**Routing congestion**

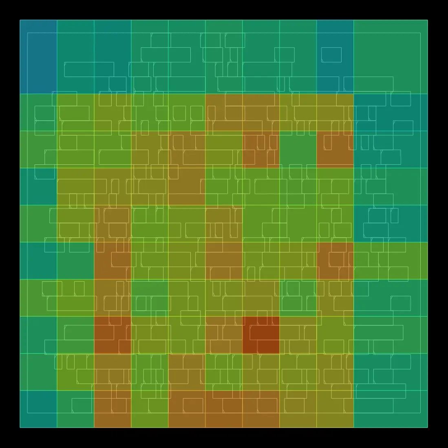
**Sizing map**

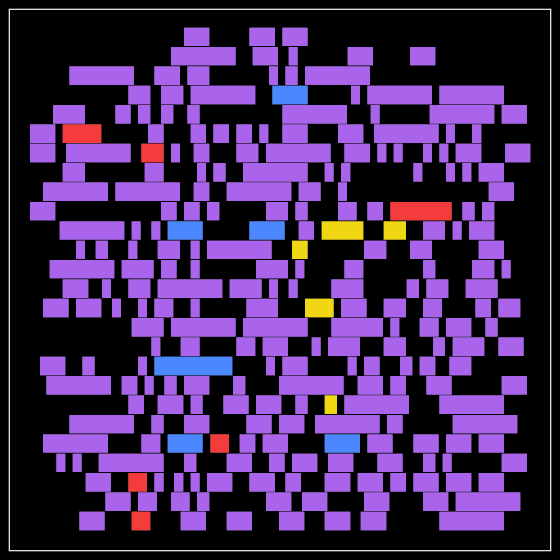
**The metal 1 layer**

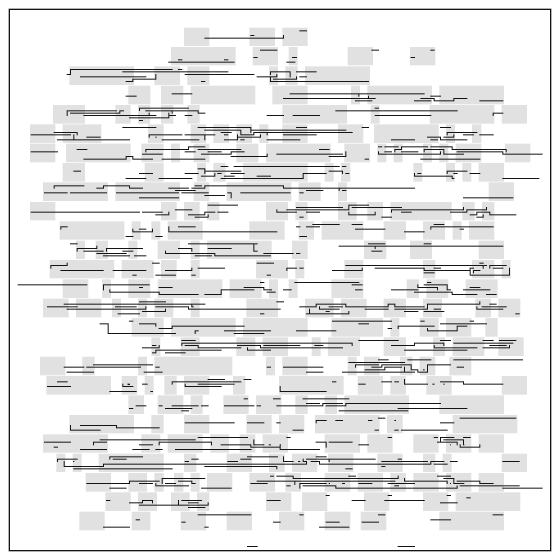
$ cat src/rtl/alu_req_scheduler.sv
// Round-robin scheduler sharing one 4-bit ALU between two requesters.
// Samples the ALU ALU_LAT cycles after issue, checks against a golden model, returns result.
module alu_req_scheduler #(
  parameter int unsigned ALU_LAT = 1
) (
  input  logic       clk,
  input  logic       rst_n,
  input  logic [1:0] req_valid,
  output logic [1:0] req_ready,
  input  logic [3:0] req_a0,
  input  logic [3:0] req_b0,
  input  logic [1:0] req_op0,
  input  logic [3:0] req_a1,
  input  logic [3:0] req_b1,
  input  logic [1:0] req_op1,
  output logic [3:0] alu_a,
  output logic [3:0] alu_b,
  output logic [1:0] alu_op,
  input  logic [3:0] alu_res,
  input  logic       alu_cout,
  output logic       rsp_valid,
  input  logic       rsp_ready,
  output logic       rsp_id,
  output logic [3:0] rsp_res,
  output logic       rsp_cout,
  output logic       rsp_err,
  output logic [7:0] err_cnt,
  output logic       alarm
);

  typedef enum logic [1:0] {
    IDLE = 2'd0,
    WAIT = 2'd1,
    RESP = 2'd2
  } state_e;

  localparam logic [2:0] LAT_LAST = 3'(ALU_LAT - 1);

  state_e     state_q, state_d;
  logic       prio_q, prio_d;
  logic [2:0] lat_q, lat_d;
  logic [3:0] a_q, a_d;
  logic [3:0] b_q, b_d;
  logic [1:0] op_q, op_d;
  logic       id_q, id_d;
  logic [3:0] res_q, res_d;
  logic       cout_q, cout_d;
  logic       err_q, err_d;
  logic [7:0] cnt_q, cnt_d;
  logic       alarm_q, alarm_d;

  logic [1:0] grant;
  logic       accept;
  logic       accept_id;
  logic       sample;
  logic [4:0] golden;
  logic       mismatch;

  // prio_q names the requester that wins when both are valid
  always_comb begin
    grant = '0;
    case (req_valid)
      2'b01:   grant = 2'b01;
      2'b10:   grant = 2'b10;
      2'b11:   grant = prio_q ? 2'b10 : 2'b01;
      default: grant = '0;
    endcase
  end

  assign accept    = |(req_valid & req_ready);
  assign accept_id = req_ready[1];
  assign sample    = (state_q == WAIT) && (lat_q == LAT_LAST);

  always_ff @(posedge clk or negedge rst_n) begin
    if (!rst_n) begin
      state_q <= IDLE;
    end else begin
      state_q <= state_d;
    end
  end

  always_comb begin
    state_d = state_q;
    case (state_q)
      IDLE:    if (accept)    state_d = WAIT;
      WAIT:    if (sample)    state_d = RESP;
      RESP:    if (rsp_ready) state_d = IDLE;
      default: state_d = IDLE;
    endcase
  end

  // req_ready is forced low while reset is asserted, not just after the clock sees it
  always_comb begin
    req_ready = ((state_q == IDLE) && rst_n) ? grant : '0;
    rsp_valid = (state_q == RESP);
    alu_a     = a_q;
    alu_b     = b_q;
    alu_op    = op_q;
    rsp_id    = id_q;
    rsp_res   = res_q;
    rsp_cout  = cout_q;
    rsp_err   = err_q;
    err_cnt   = cnt_q;
    alarm     = alarm_q;
  end

  always_comb begin
    golden = '0;
    case (op_q)
      2'b00:   golden = {1'b0, a_q} + {1'b0, b_q};
      2'b01:   golden = {1'b0, a_q} - {1'b0, b_q};
      2'b10:   golden = {1'b0, a_q & b_q};
      default: golden = {1'b0, a_q | b_q};
    endcase
  end

  assign mismatch = ({alu_cout, alu_res} != golden);

  always_comb begin
    prio_d  = prio_q;
    lat_d   = lat_q;
    a_d     = a_q;
    b_d     = b_q;
    op_d    = op_q;
    id_d    = id_q;
    res_d   = res_q;
    cout_d  = cout_q;
    err_d   = err_q;
    cnt_d   = cnt_q;
    alarm_d = alarm_q;
    if (accept) begin
      prio_d = ~accept_id;
      lat_d  = '0;
      id_d   = accept_id;
      a_d    = accept_id ? req_a1  : req_a0;
      b_d    = accept_id ? req_b1  : req_b0;
      op_d   = accept_id ? req_op1 : req_op0;
    end else if (state_q == WAIT) begin
      lat_d = lat_q + 3'd1;
    end
    if (sample) begin
      res_d  = alu_res;
      cout_d = alu_cout;
      err_d  = mismatch;
      if (mismatch) begin
        alarm_d = 1'b1;
        if (cnt_q != 8'hFF) cnt_d = cnt_q + 8'd1;
      end
    end
  end

  always_ff @(posedge clk or negedge rst_n) begin
    if (!rst_n) begin
      prio_q  <= 1'b0;
      lat_q   <= '0;
      a_q     <= '0;
      b_q     <= '0;
      op_q    <= '0;
      id_q    <= 1'b0;
      res_q   <= '0;
      cout_q  <= 1'b0;
      err_q   <= 1'b0;
      cnt_q   <= '0;
      alarm_q <= 1'b0;
    end else begin
      prio_q  <= prio_d;
      lat_q   <= lat_d;
      a_q     <= a_d;
      b_q     <= b_d;
      op_q    <= op_d;
      id_q    <= id_d;
      res_q   <= res_d;
      cout_q  <= cout_d;
      err_q   <= err_d;
      cnt_q   <= cnt_d;
      alarm_q <= alarm_d;
    end
  end

endmodule

$ cat config.mk
export PLATFORM = sky130hd
export DESIGN_NAME = alu_req_scheduler
export DESIGN_NICKNAME = d
export VERILOG_FILES = /design/src/rtl/alu_req_scheduler.sv
export SDC_FILE = /design/constraint.sdc
export NUM_CORES = 1
export LEC_CHECK = 0
export CAP_MARGIN = 10
export CELL_PAD_IN_SITES_DETAIL_PLACEMENT = 1
export CELL_PAD_IN_SITES_GLOBAL_PLACEMENT = 1
export CORE_UTILIZATION = 34
export CTS_CLUSTER_DIAMETER = 100
export DETAILED_ROUTE_END_ITERATION = 8
export PLACE_DENSITY = 0.76
export SLEW_MARGIN = 10
export SYNTH_ARGS = -nofsm -noshare
export SYNTH_HDL_FRONTEND = slang
export SYNTH_SLANG_ARGS = --single-unit
export TNS_END_PERCENT = 20
$ cat constraint.sdc
create_clock -name clk -period 4.04 [get_ports clk]
set_input_delay 1.01 -clock clk [delete_from_list [all_inputs] [get_ports clk]]
set_output_delay 1.01 -clock clk [all_outputs]
set_load 0.005 [all_outputs]
==> deck_impl_summary.md <==
Synthesis and Place & Route Summary

Layout
  – Antenna diodes: 0
  – Clock buffers: 6
  – Most numerous logic cells after layout: clkdlybuf4s50_1 (58), dfrtp_1 (32), nand2_1 (24)
  – Combinational gate area: approximately 980 um2
  – Syn-to-layout area delta: 40.8%
  – Fillers: approximately 600
  – Flops: 32
  – Non-Clock Buffer Count: 61
  – Register area: about 800 um2
  – Most frequent logic cell in the layout: clkdlybuf4s50_1
  – Buffering overhead: 23.1%
  – Comb/total area: between 30 and 40%
  – Number of flip-flops in the largest register: 8

Setup path
  – Slowest cell on the critical path: clkdlybuf4s50_1
  – Reg-to-reg setup timing slack: roughly 0.95 ns
  – Critical path depth: 5
  – Largest delay share family, worst path: buffers and inverters
  – Max stage delay on crit path: 0.53 ns
  – CP Cell Sequence: clkdlybuf4s50_1 -> nor3b_1 -> o21ai_0 -> nor2_1 -> clkdlybuf4s50_1
  – Crit path from: rst_n
  – Worst Setup Start Kind: input pin
  – Reg2Reg Depth: 9
  – Worst r2r src: alu_op[0]

Worst hold path
  – Class of the worst hold path: register to register

Detailed routing
  – Wl on met1: roughly 2100 um
  – DR WL met3: approximately 130 um
  – Routed length per instance: roughly 14 um
  – ANT nets after route: 0
  – DR DRC count: 0
  – Vias/cell: around 4.9

Yosys
  – Area fraction in mux cells: 1.89%
  – Syn nets: ~230
  – Ao+oa area frac: 14.0%
  – XOR Share, Synth: around 8.4%
  – Synthesized instance count: ~190
  – Cell Area, Synth: 1850 um2
  – Synth Seq Share: a little over two fifths
  – Async SR Flop Fraction: 100%
  – Area reported by Yosys stat: around 1900 um2
  – Yosys adder share: between 8 and 9%
  – Synth top cell by count: dfrtp_1
  – Commonest flop: dfrtp_1
  – Top cells, area: dfrtp_1 (43%), ha_1 (6.7%), xnor2_1 (5.2%)
  – Largest area contributor in the netlist: dfrtp_1

Power and ir drop
  – Leakage power figure: between 1 and 1.5 nW
  – Switch Pwr: around 0.8 mW
  – Sequential Power Share: between 20% and 30%
  – Worst vdd ir: between 0.0002 and 0.0003 V
  – Seq. pwr: roughly 0.59 mW
  – Tot Pwr: between 2 and 2.5 mW
  – Clock share of power: 14.5%

Global route
  – Vias in the first global route: 1588
  – M2 GR Usage: 30.2%

STA
  – Final setup vio count: 0
  – Setup TNS Final: 0 ns
  – Max Fclk: around 0.27 GHz
  – Unrepaired setup endpoints after global routing: no
  – Final Max Tran Viols: 0
  – Crit path time final: around 3.7 ns
  – Worst-margin pin slew: 0.566 ns
  – Rel. slew slack: just over 60%

Clocking
  – Latency at later pin: 0.29 ns
  – Htree depth: 2
  – CTS tree: yes
  – CTS buffer count: 5
  – Clock Sinks: 32

Placed design
  – Dpl hpwl: ~3600 um
  – Post-place setup slack: 0.356 ns

Run status
  – Status: finished clean

Die
  – # rows: 26
  – Core area: slightly above 5000 um2
About 'routing congestion':
gr busiest metal: met2
final core utilization: 50.5%
met1 usage: 23.6%

About 'sizing map':
_6 and larger -> blue  # cells 6, most used clkbuf_8
_3 and _4 cells -> red  # cells 6, most used buf_4
_2 cells -> yellow  # cells 5
_0 and _1 cells -> purple  # cells 234, most used clkdlybuf4s50_1
design area: 2610 um2
final worst setup slack: 0.340 ns

About 'the metal 1 layer':
longest straight run = 28.5 um
main direction = horizontal
aggregate routed wire length: 4620 um
vias after detailed routing: 1578

Power is estimated from default activity; no workload was simulated.
